--- src/rtl/tx_burst_sequencer.sv ---
// Burst sequencer: fetches one 32-bit word per beat and streams its low
// `size` bytes, LSB first, to the byte-wide I2C transmit engine.
module tx_burst_sequencer #(
    parameter int DATA_W  = 32,
    parameter int BURST_W = 7
) (
    input  logic               clk,
    input  logic               rst_n,
    input  logic [BURST_W-1:0] cfg_burst_i,
    input  logic [3:0]         cfg_size_i,
    input  logic               cfg_ready_i,
    input  logic               start_i,
    input  logic               abort_i,
    input  logic [DATA_W-1:0]  word_data_i,
    input  logic               word_valid_i,
    output logic               word_ready_o,
    output logic [7:0]         byte_data_o,
    output logic               byte_valid_o,
    input  logic               byte_ready_i,
    output logic               busy_o,
    output logic               done_o,
    output logic               err_o,
    output logic [BURST_W-1:0] beat_cnt_o,
    output logic [1:0]         state_o
);

    // Handshakes: a word transfers on a rising edge where word_valid_i and
    // word_ready_o are both high; a byte likewise with byte_valid_o/byte_ready_i.
    // Ready/valid outputs are decoded from registered state only.

    typedef enum logic [1:0] {
        S_IDLE  = 2'd0,
        S_FETCH = 2'd1,
        S_SEND  = 2'd2,
        S_DONE  = 2'd3
    } state_e;

    state_e             state_q, state_d;
    logic [BURST_W-1:0] burst_q, burst_d;
    logic [BURST_W-1:0] beat_cnt_q, beat_cnt_d;
    logic [3:0]         size_q, size_d;
    logic [1:0]         idx_q, idx_d;
    logic [DATA_W-1:0]  word_q, word_d;
    logic               err_q, err_d;

    logic burst_legal;
    logic size_legal;
    logic last_byte;
    logic last_beat;

    // Legal bursts are the powers of two that fit the counter (1..64).
    assign burst_legal = (cfg_burst_i != '0) &&
                         ((cfg_burst_i & (cfg_burst_i - BURST_W'(1))) == '0);
    assign size_legal  = (cfg_size_i == 4'd1) || (cfg_size_i == 4'd2) ||
                         (cfg_size_i == 4'd4);

    assign last_byte = ({2'b00, idx_q} == (size_q - 4'd1));
    assign last_beat = ((beat_cnt_q + BURST_W'(1)) == burst_q);

    always_ff @(posedge clk or negedge rst_n) begin
        if (!rst_n) begin
            state_q    <= S_IDLE;
            burst_q    <= '0;
            beat_cnt_q <= '0;
            size_q     <= '0;
            idx_q      <= '0;
            word_q     <= '0;
            err_q      <= 1'b0;
        end else begin
            state_q    <= state_d;
            burst_q    <= burst_d;
            beat_cnt_q <= beat_cnt_d;
            size_q     <= size_d;
            idx_q      <= idx_d;
            word_q     <= word_d;
            err_q      <= err_d;
        end
    end

    always_comb begin
        state_d    = state_q;
        burst_d    = burst_q;
        beat_cnt_d = beat_cnt_q;
        size_d     = size_q;
        idx_d      = idx_q;
        word_d     = word_q;
        err_d      = 1'b0;

        case (state_q)
            S_IDLE: begin
                if (start_i) begin
                    if (cfg_ready_i && burst_legal && size_legal) begin
                        burst_d    = cfg_burst_i;
                        size_d     = cfg_size_i;
                        beat_cnt_d = '0;
                        state_d    = S_FETCH;
                    end else begin
                        err_d = 1'b1;
                    end
                end
            end
            S_FETCH: begin
                if (word_valid_i) begin
                    word_d  = word_data_i;
                    idx_d   = 2'd0;
                    state_d = S_SEND;
                end
            end
            S_SEND: begin
                if (byte_ready_i) begin
                    if (!last_byte) begin
                        idx_d = idx_q + 2'd1;
                    end else begin
                        beat_cnt_d = beat_cnt_q + BURST_W'(1);
                        state_d    = last_beat ? S_DONE : S_FETCH;
                    end
                end
            end
            S_DONE: begin
                state_d = S_IDLE;
            end
            default: begin
                state_d = S_IDLE;
            end
        endcase

        // Abort wins over any progress; a byte in flight is treated as unsent.
        if (abort_i && (state_q != S_IDLE)) begin
            state_d    = S_IDLE;
            beat_cnt_d = beat_cnt_q;
            idx_d      = idx_q;
        end
    end

    assign word_ready_o = (state_q == S_FETCH);
    assign byte_valid_o = (state_q == S_SEND);
    assign busy_o       = (state_q != S_IDLE);
    assign done_o       = (state_q == S_DONE);
    assign err_o        = err_q;
    assign beat_cnt_o   = beat_cnt_q;
    assign state_o      = state_q;
    assign byte_data_o  = (state_q == S_SEND) ? word_q[{idx_q, 3'b000} +: 8] : 8'h00;

endmodule
--- config.mk ---
export PLATFORM = sky130hd
export DESIGN_NAME = tx_burst_sequencer
export DESIGN_NICKNAME = d
export VERILOG_FILES = /design/src/rtl/tx_burst_sequencer.sv
export SDC_FILE = /design/constraint.sdc
export NUM_CORES = 1
export LEC_CHECK = 0
export CAP_MARGIN = 20
export CORE_UTILIZATION = 50
export CTS_BUF_LIST = sky130_fd_sc_hd__clkbuf_16
export CTS_CLUSTER_SIZE = 16
export DETAILED_ROUTE_END_ITERATION = 7
export GPL_ROUTABILITY_DRIVEN = 0
export PLACE_DENSITY_LB_ADDON = 0.3
export SYNTH_ARGS = -nofsm -noshare
export SYNTH_HDL_FRONTEND = slang
export SYNTH_SLANG_ARGS = --single-unit
--- constraint.sdc ---
create_clock -name clk -period 5.42 [get_ports clk]
set_input_delay 1.084 -clock clk [delete_from_list [all_inputs] [get_ports clk]]
set_output_delay 1.084 -clock clk [all_outputs]
set_load 0.03 [all_outputs]
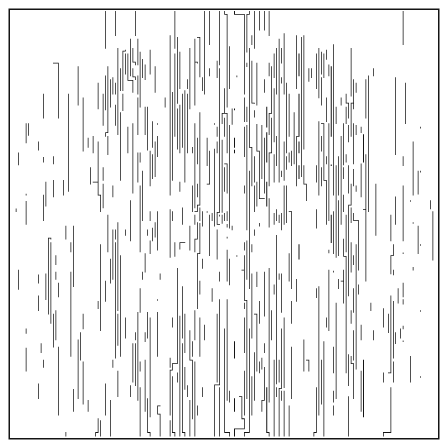
Run 1: signal wires on met2
The wires run mostly vertical. 317 nets have wire on it. The layer holds 51% of the routed length. The longest straight run is 29.6 um. The layer carries 3160 um of wire.

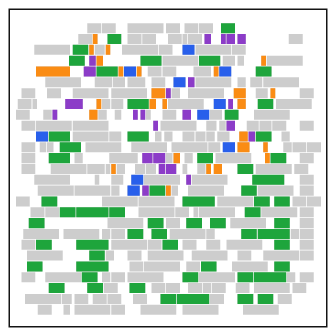
Run 1: gate-type map
xor and xnor cells: drawn in blue, cells 10, most used xor2_1. mux cells: drawn in green, cells 59, most used mux2_2, where spread over the die. nand cells: drawn in purple, cells 23, most used nand2_1. nor cells: drawn in orange, cells 26, most used nor2_1.

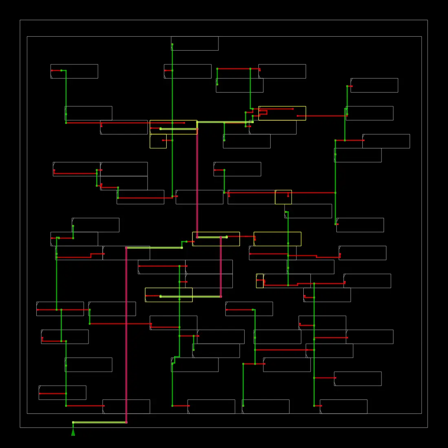
Run 1: clock wiring as the flow saved it
number of clock buffers inserted by TritonCTS: 5
Final Skew: 0.00784 ns
Sinks on Clock Net: 55
Latency at later pin: 0.29 ns

==> impl_metrics.ini, run 1 <==
; synthesis and place-and-route metrics
[global_routing]
grt_remaining_overflow = 0
initial_antenna_violation_count = 0

[setup_path]
crit_path_end_kind = output port
timing.critical_path.required_ns = 4.34
worst-path-buf-inv = 2

[yosys]
yosysSeqAreaShare = 0.460
asyncSetResetFlopFracSynth = 1.00
ys_cells = 242
syn_area_um2 = 2990
synth.net_count = 294

[run]
tool_warnings = 26

[finish]
post_route_cells_drive_above_1_share = 0.231
num_antenna_cells = 0
final_core_density = 0.691

[detailed_routing]
via_count = 2152
drt.antenna.violating_nets = 0
drt_pre_antenna_iters = 4
detail_route.wirelength_um = 6260

[final_timing]
maxSlewViolCount = 0
final-hold-violation-count = 0
worst_pin_slew_ns = 0.693
fmaxAchievable_mhz = 277
slew-limit-headroom = 0.538
timing.final.crit_share = 0.665

[floorplanning]
placement_rows = 27

[outcome]
status = completed
## run 1: routing by layer
metal | GRT usage | part of all wire
met5 | 0 | 0
met4 | 0.0600 | 0.013
met3 | 0.0322 | 0.044
met2 | 0.391 | 0.51
met1 | 0.297 | 0.44
## run 1: layout make-up
| cell class | instances | area, um^2 |
|---|---|---|
| Sequential cell | 55 | 1380 |
| Clock buffer | 5 | 125 |
| Timing Repair Buffer | 73 | 721 |
| Clock inverter | 3 | 21.3 |
| Inverter | 6 | 22.5 |
| Tap cell | 72 | 90.1 |
| Multi-Input combinational cell | 170 | 1540 |
| Fill cell | 415 | 1740 |
## run 1: cells by family after synthesis
family                   count (synthesis)  share of synthesized area
AND-OR/OR-AND                           28                     0.0753
XOR/XNOR                                10                     0.0293
AND/OR/NAND/NOR                         71                      0.142
flip-flops                              55                      0.460
multiplexers                            59                      0.261
buffers and inverters                   17                     0.0242
adder cells (fa/ha/maj)                  2                    0.00836
## run 1: state kept, by name (all words and copies together), names as in the netlist
register	count
beat_cnt_o	7
burst_q	7
state_o	2
size_q	4
word_q	32
err_o	1
idx_q	2
## run 1: worst register-to-register path, cell delays in order (launching register included)
cell	delay [ns]
sky130_fd_sc_hd__dfrtp_1	0.75
sky130_fd_sc_hd__xor2_1	0.28
sky130_fd_sc_hd__nand4b_1	0.29
sky130_fd_sc_hd__nor4b_1	0.42
sky130_fd_sc_hd__mux2_1	0.38
sky130_fd_sc_hd__a22o_1	0.18
## run 1: power by group
group          internal (uW)  switching, uW
sequential               441           20.5
combinational           84.4           51.0
clock                    173            152
## run 1: synth_stat cells, types with 3 or more instances
master                     number  area share
sky130_fd_sc_hd__dfrtp_1       55        0.46
sky130_fd_sc_hd__mux2_2        37        0.14
sky130_fd_sc_hd__nor2_1        15       0.019
sky130_fd_sc_hd__and2_1        13       0.027
sky130_fd_sc_hd__clkbuf_1       9       0.011
sky130_fd_sc_hd__mux2_4         8       0.040
sky130_fd_sc_hd__mux4_2         8       0.060
sky130_fd_sc_hd__nand2_1        8       0.010
sky130_fd_sc_hd__xor2_1         8       0.023
sky130_fd_sc_hd__inv_1          6      0.0075
sky130_fd_sc_hd__nand3_1        6       0.010
sky130_fd_sc_hd__a21oi_1        5      0.0084
sky130_fd_sc_hd__a22o_1         4       0.012
sky130_fd_sc_hd__mux2_1         3       0.011
sky130_fd_sc_hd__mux2i_1        3       0.010
sky130_fd_sc_hd__nand2b_1       3      0.0063
sky130_fd_sc_hd__nor3_1         3      0.0050
sky130_fd_sc_hd__nor4_1         3      0.0063
sky130_fd_sc_hd__o21ai_0        3      0.0050
## run 1: layout by cell type, fill, tap and decap left out, drive strengths merged, types with 4 or more instances in the layout
| master | instances |
|---|---|
| nand3 | 6 |
| nor2 | 15 |
| nand2 | 8 |
| mux2 | 48 |
| clkbuf | 5 |
| a22o | 4 |
| inv | 8 |
| dfrtp | 55 |
| xor2 | 8 |
| mux4 | 8 |
| a21oi | 5 |
| clkdlybuf4s50 | 70 |
| and2 | 13 |
| nor3 | 4 |
Run 1, drive-strength map:
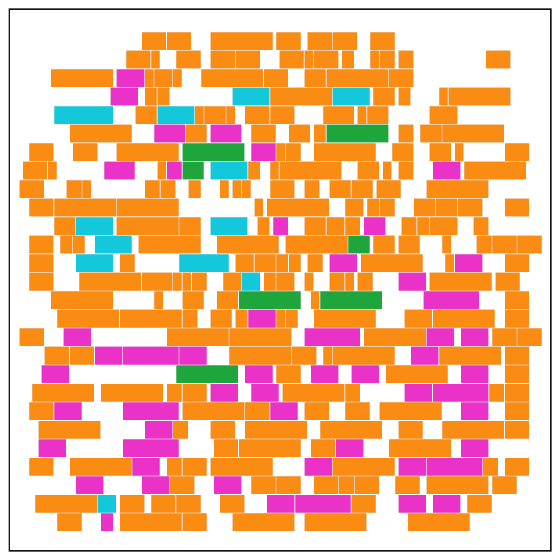

==> inputs of run 2 (changes only) <==
Clock period 5.42 ns to 3.8 ns, I/O delays scaled along.
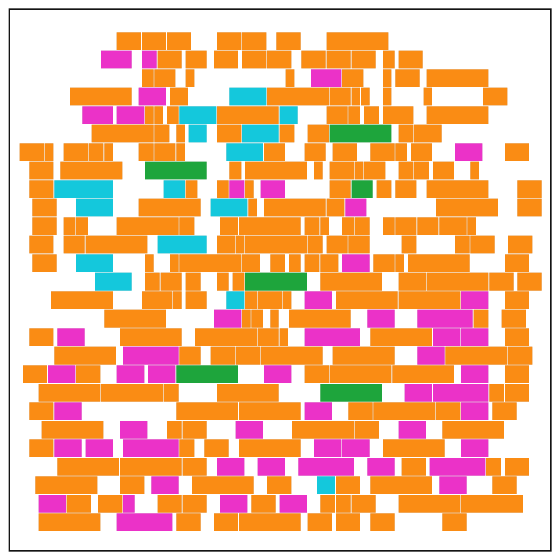
Run 2: drive-strength map
x2: drawn in magenta, cells 53, share 17%, most used mux2_2. x1 and smaller: drawn in orange, cells 239, share 76%, most used clkdlybuf4s50_1. x3 and x4: drawn in cyan, cells 15, share 4.8%, most used mux2_4. x6 and larger: drawn in green, cells 6, share 1.9%, most used clkbuf_16.

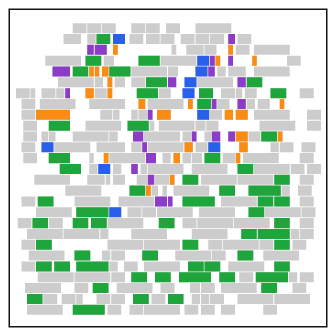
Run 2: gate-type map
nand cells: drawn in purple, cells 23, most used nand2_1. mux cells: drawn in green, cells 59, most used mux2_2, where spread over the die. xor and xnor cells: drawn in blue, cells 10, most used xor2_1. nor cells: drawn in orange, cells 26, most used nor2_1.

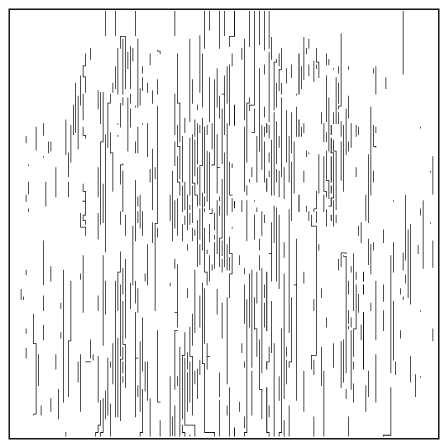
Run 2: signal wires on met2
The layer holds 48% of the routed length. The layer carries 3100 um of wire. The longest straight run is 29.9 um.

==> run 2 against run 1 <==
  * Global-route usage increased by 0.68 points
  * First-iteration DRC count increased by 36%
  * Setup slack got worse by 1.2 ns
  * Clock power increased by about 40%
  * Routed wire length increased by 3.4%
  * Register-to-register slack got worse by 1.7 ns
  * Die area unchanged
  * Hold slack improved by 0.0017 ns
  * Critical path type unchanged
  * Highest routed layer unchanged
==> impl_metrics.ini, run 2 <==
; synthesis and place-and-route metrics
[final_timing]
slew-limit-headroom = 0.353
final-hold-violation-count = 0
fmaxAchievable_mhz = 310
maxSlewViolCount = 0
timing.final.crit_share = 0.850
worst_pin_slew_ns = 0.970

[finish]
number_of_fillers_in_the_final_layout = 398
top_register = word_q
layout.cells.most_common = sky130_fd_sc_hd__clkdlybuf4s50_1
num_antenna_cells = 0
post_route_cells_drive_above_1_share = 0.236

[floorplanning]
placement_rows = 27

[yosys]
top_cells_by_count = sky130_fd_sc_hd__dfrtp_1 (55), sky130_fd_sc_hd__mux2_2 (37), sky130_fd_sc_hd__nor2_1 (15)
netlist.area_leader.share = 0.460
yosys.area_share.adder = 0.00836
yosysSeqAreaShare = 0.460
synthMuxAreaShare = 0.261
asyncSetResetFlopFracSynth = 1.00
top_cell = sky130_fd_sc_hd__dfrtp_1
yosysTopAreaCell = sky130_fd_sc_hd__dfrtp_1
syn_area_um2 = 2990
synthSimpleGateAreaFrac = 0.142

[setup_path]
crit_path_end_kind = output port
worst-path-buf-inv = 2

[run]
tool_warnings = 26

[pwr]
p_clk_frac = 0.349
switching_power_uw = 316
p_int_uw = 994

[detailed_routing]
via_count = 2201
drt.antenna.violating_nets = 0
detail_route.wirelength_um = 6470

[cts]
clock_insertion_delay_worst_skew_ns = 0.29
tritoncts_num_sinks = 55

[global_routing]
grt_remaining_overflow = 0
initial_antenna_violation_count = 0

[outcome]
status = completed
## run 2: cell counts after synthesis
No cell type changed its count.
## run 2: kinds of logic after synthesis
group	count (synthesis)
compound gates	28
buf+inv	17
simple gates	71
flops	55
fa+ha+maj	2
xor+xnor	10
mux	59
## run 2: final timing paths
check / start / depth (start not counted) / endpoint
hold / removal: word_q[18] / 1 / word_q[18]
max in group asynchronous: rst_n / 2 / word_q[17]
min in group asynchronous: rst_n / 1 / word_q[20]
hold reg to reg: word_q[18] / 1 / word_q[18]
setup reg to reg: idx_q[0] / 5 / beat_cnt_o[2]
setup / recovery: state_o[1] / 4 / byte_data_o[7]
## run 2: power groups by stage
stage	clock network [uW]	logic (uW)	registers, uW
2_1_floorplan	0	99.1	667
3_3_place_gp	0	190	667
3_5_place_dp	0	196	669
4_1_cts	466	198	657
5_1_grt	498	213	665
6_report	458	195	658
## run 2: metrics by stage
step | power [uW] | utilization | std cells | area (um^2)
after global routing | 1380 | 0.693 | 385 | 3910
final | 1310 | 0.693 | 385 | 3910
after global placement | 857 | 0.668 | 378 | 3770
after detailed placement | 864 | 0.668 | 378 | 3770
after CTS | 1320 | 0.693 | 385 | 3910
after floorplan | 766 | - | 242 | 2990
## run 2: per-layer routing
metal  global-route usage  wire length (um)  vias to the layer above
li1                     -                 -                     1033
met1                0.319              2910                     1084
met2                0.359              3100                       70
met3               0.0460               316                       14
met4                0.104               142                        0
met5                    0                 0                        -
## run 2: final cells by class
cell class                 instances  share of cell area
timing repair buffer              75               0.188
sequential                        55               0.352
clock buffer                       5              0.0320
inverter                           6             0.00576
multi-input combinational        170               0.395
clock inverter                     2             0.00448
tap                               72              0.0230
Run 2, clock wiring as the flow saved it:
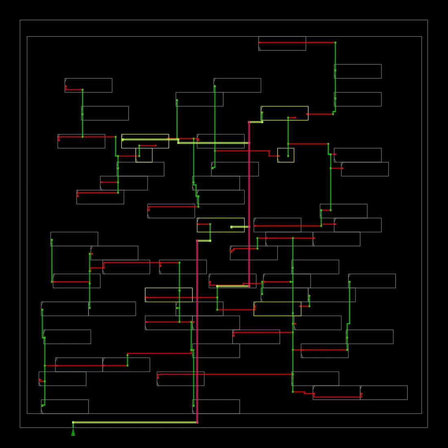

==> inputs of run 3 (changes only) <==
Clock period 3.8 ns to 3.1 ns, I/O delays scaled along.
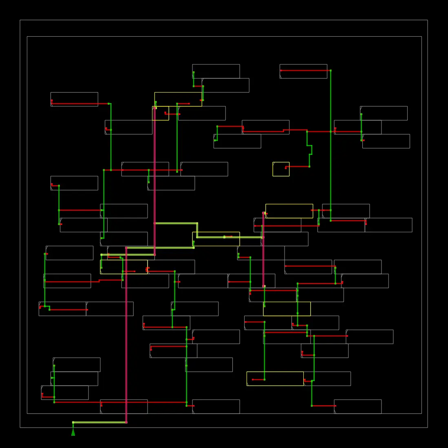
Run 3: clock wiring as the flow saved it
number of sequential storage elements: 55
layout clock buffer count: 5
Final Skew: 0.00587 ns
clock group power: 649 uW

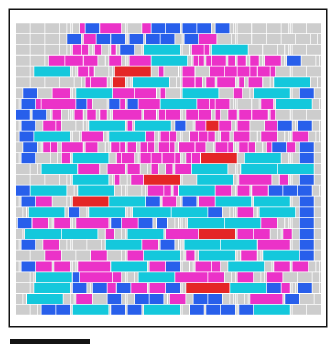
Run 3: cells coloured by class
Scale bar: 20 um. Fill, decap, tap and diode cells in grey.
registers: drawn in cyan, cells 55. remaining buffers and delay cells: drawn in blue, cells 78. remaining logic cells: drawn in magenta, cells 176. clock drivers and dummy loads: drawn in red, cells 8.

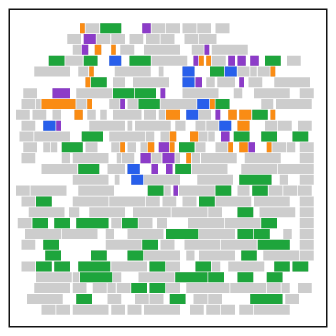
Run 3: gate-type map
nand cells: drawn in purple, cells 23, most used nand2_1. xor and xnor cells: drawn in blue, cells 10, most used xor2_1. nor cells: drawn in orange, cells 26, most used nor2_1. mux cells: drawn in green, cells 59, most used mux2_2, where spread over the die.

==> run 3 against run 2 <==
  * Total power grew 29%
  * Critical path depth shrank 1
  * Via count grew 0.18%
  * Die area is the same
  * Critical endpoint is now byte_data_o[1]
  * Largest cell class unchanged
  * Highest routed layer unchanged
==> impl_metrics.ini, run 3 <==
; synthesis and place-and-route metrics
[pwr]
power.total_uw = 1700

[finish]
post_route_cells_drive_above_1_share = 0.249
top_register = word_q
layout.cells.most_common = sky130_fd_sc_hd__clkdlybuf4s50_1

[final_timing]
worst_pin_slew_ns = 0.487
fmaxAchievable_mhz = 356
final-hold-violation-count = 0

[detailed_routing]
wl_met3_um = 266
drt.antenna.violating_nets = 0
met2_length_um = 3280
maxUsedRoutingLayer = met4
met1_length_um = 2850

[yosys]
asyncSetResetFlopFracSynth = 1.00
syn_area_um2 = 2990
top_cell = sky130_fd_sc_hd__dfrtp_1
yosysSeqAreaShare = 0.460
top_cells_by_count = sky130_fd_sc_hd__dfrtp_1 (55), sky130_fd_sc_hd__mux2_2 (37), sky130_fd_sc_hd__nor2_1 (15)

[setup_path]
timing.critical_path.cells = mux4_2, and2_1, clkdlybuf4s50_1
reg2reg_from = size_q[0]
r2r.worst_path.cells = 7

[outcome]
status = completed

[cts]
tritoncts_num_sinks = 55
clock_insertion_delay_worst_skew_ns = 0.29

[floorplanning]
placement_rows = 27

[global_routing]
initial_antenna_violation_count = 0
grt_remaining_overflow = 0
[run 3: cell counts after synthesis]
No cell type changed its count.
[run 3: worst max path at each step]
stage	end	slack, ns	startpoint	cells past startpoint
after global routing	byte_data_o[3]	0.20	idx_q[0]	3
after floorplan	byte_data_o[0]	0.74	state_o[1]	5
after CTS	byte_data_o[7]	0.05	idx_q[0]	3
final	byte_data_o[1]	0.29	idx_q[0]	3
after detailed placement	burst_q[3]	0.34	cfg_burst_i[2]	7
after global placement	byte_data_o[7]	0.41	idx_q[0]	3
[run 3: per-stage QoR]
stage	cell area, um^2	cells	utilization
after CTS	3960	389	0.703
after floorplan	2990	242	-
after global routing	3970	389	0.703
after detailed placement	3790	381	0.672
final	3970	389	0.703
after global placement	3790	381	0.672
[run 3: cell families (layout without fill, tap and decap cells)]
logic type | after synthesis | in the layout | synth area share
AOI/OAI and AO/OA | 28 | 28 | 0.0753
xor gates and xnor gates | 10 | 10 | 0.0293
adders and majority gates | 2 | 2 | 0.00836
buffers and inverters | 17 | 92 | 0.0242
DFF | 55 | 55 | 0.460
muxes | 59 | 59 | 0.261
and+or+nand+nor | 71 | 71 | 0.142
[run 3: power by group]
part	internal [uW]	leakage (uW)	switching, uW	total [uW]
Combinational	148	0.000999	91.6	240
Sequential	771	0.000738	35.3	807
Clock	386	0.0000844	263	649
Total	1310	0.00182	390	1700
[run 3: cell type report]
| class | instances | area (um^2) |
|---|---|---|
| fill | 412 | 1680 |
| multi-input combinational | 170 | 1540 |
| sequential | 55 | 1380 |
| timing repair buffer | 78 | 758 |
| clock buffer | 5 | 125 |
| tap | 72 | 90.1 |
| clock inverter | 3 | 47.5 |
| inverter | 6 | 22.5 |
[run 3: per-layer routing]
layer  global-route usage  up-vias
li1                     -     1040
met1                0.290     1099
met2                0.367       58
met3               0.0276        8
met4               0.0909        0
met5                    0        -
No activity file was given, so power comes from the tool's default toggle rates.
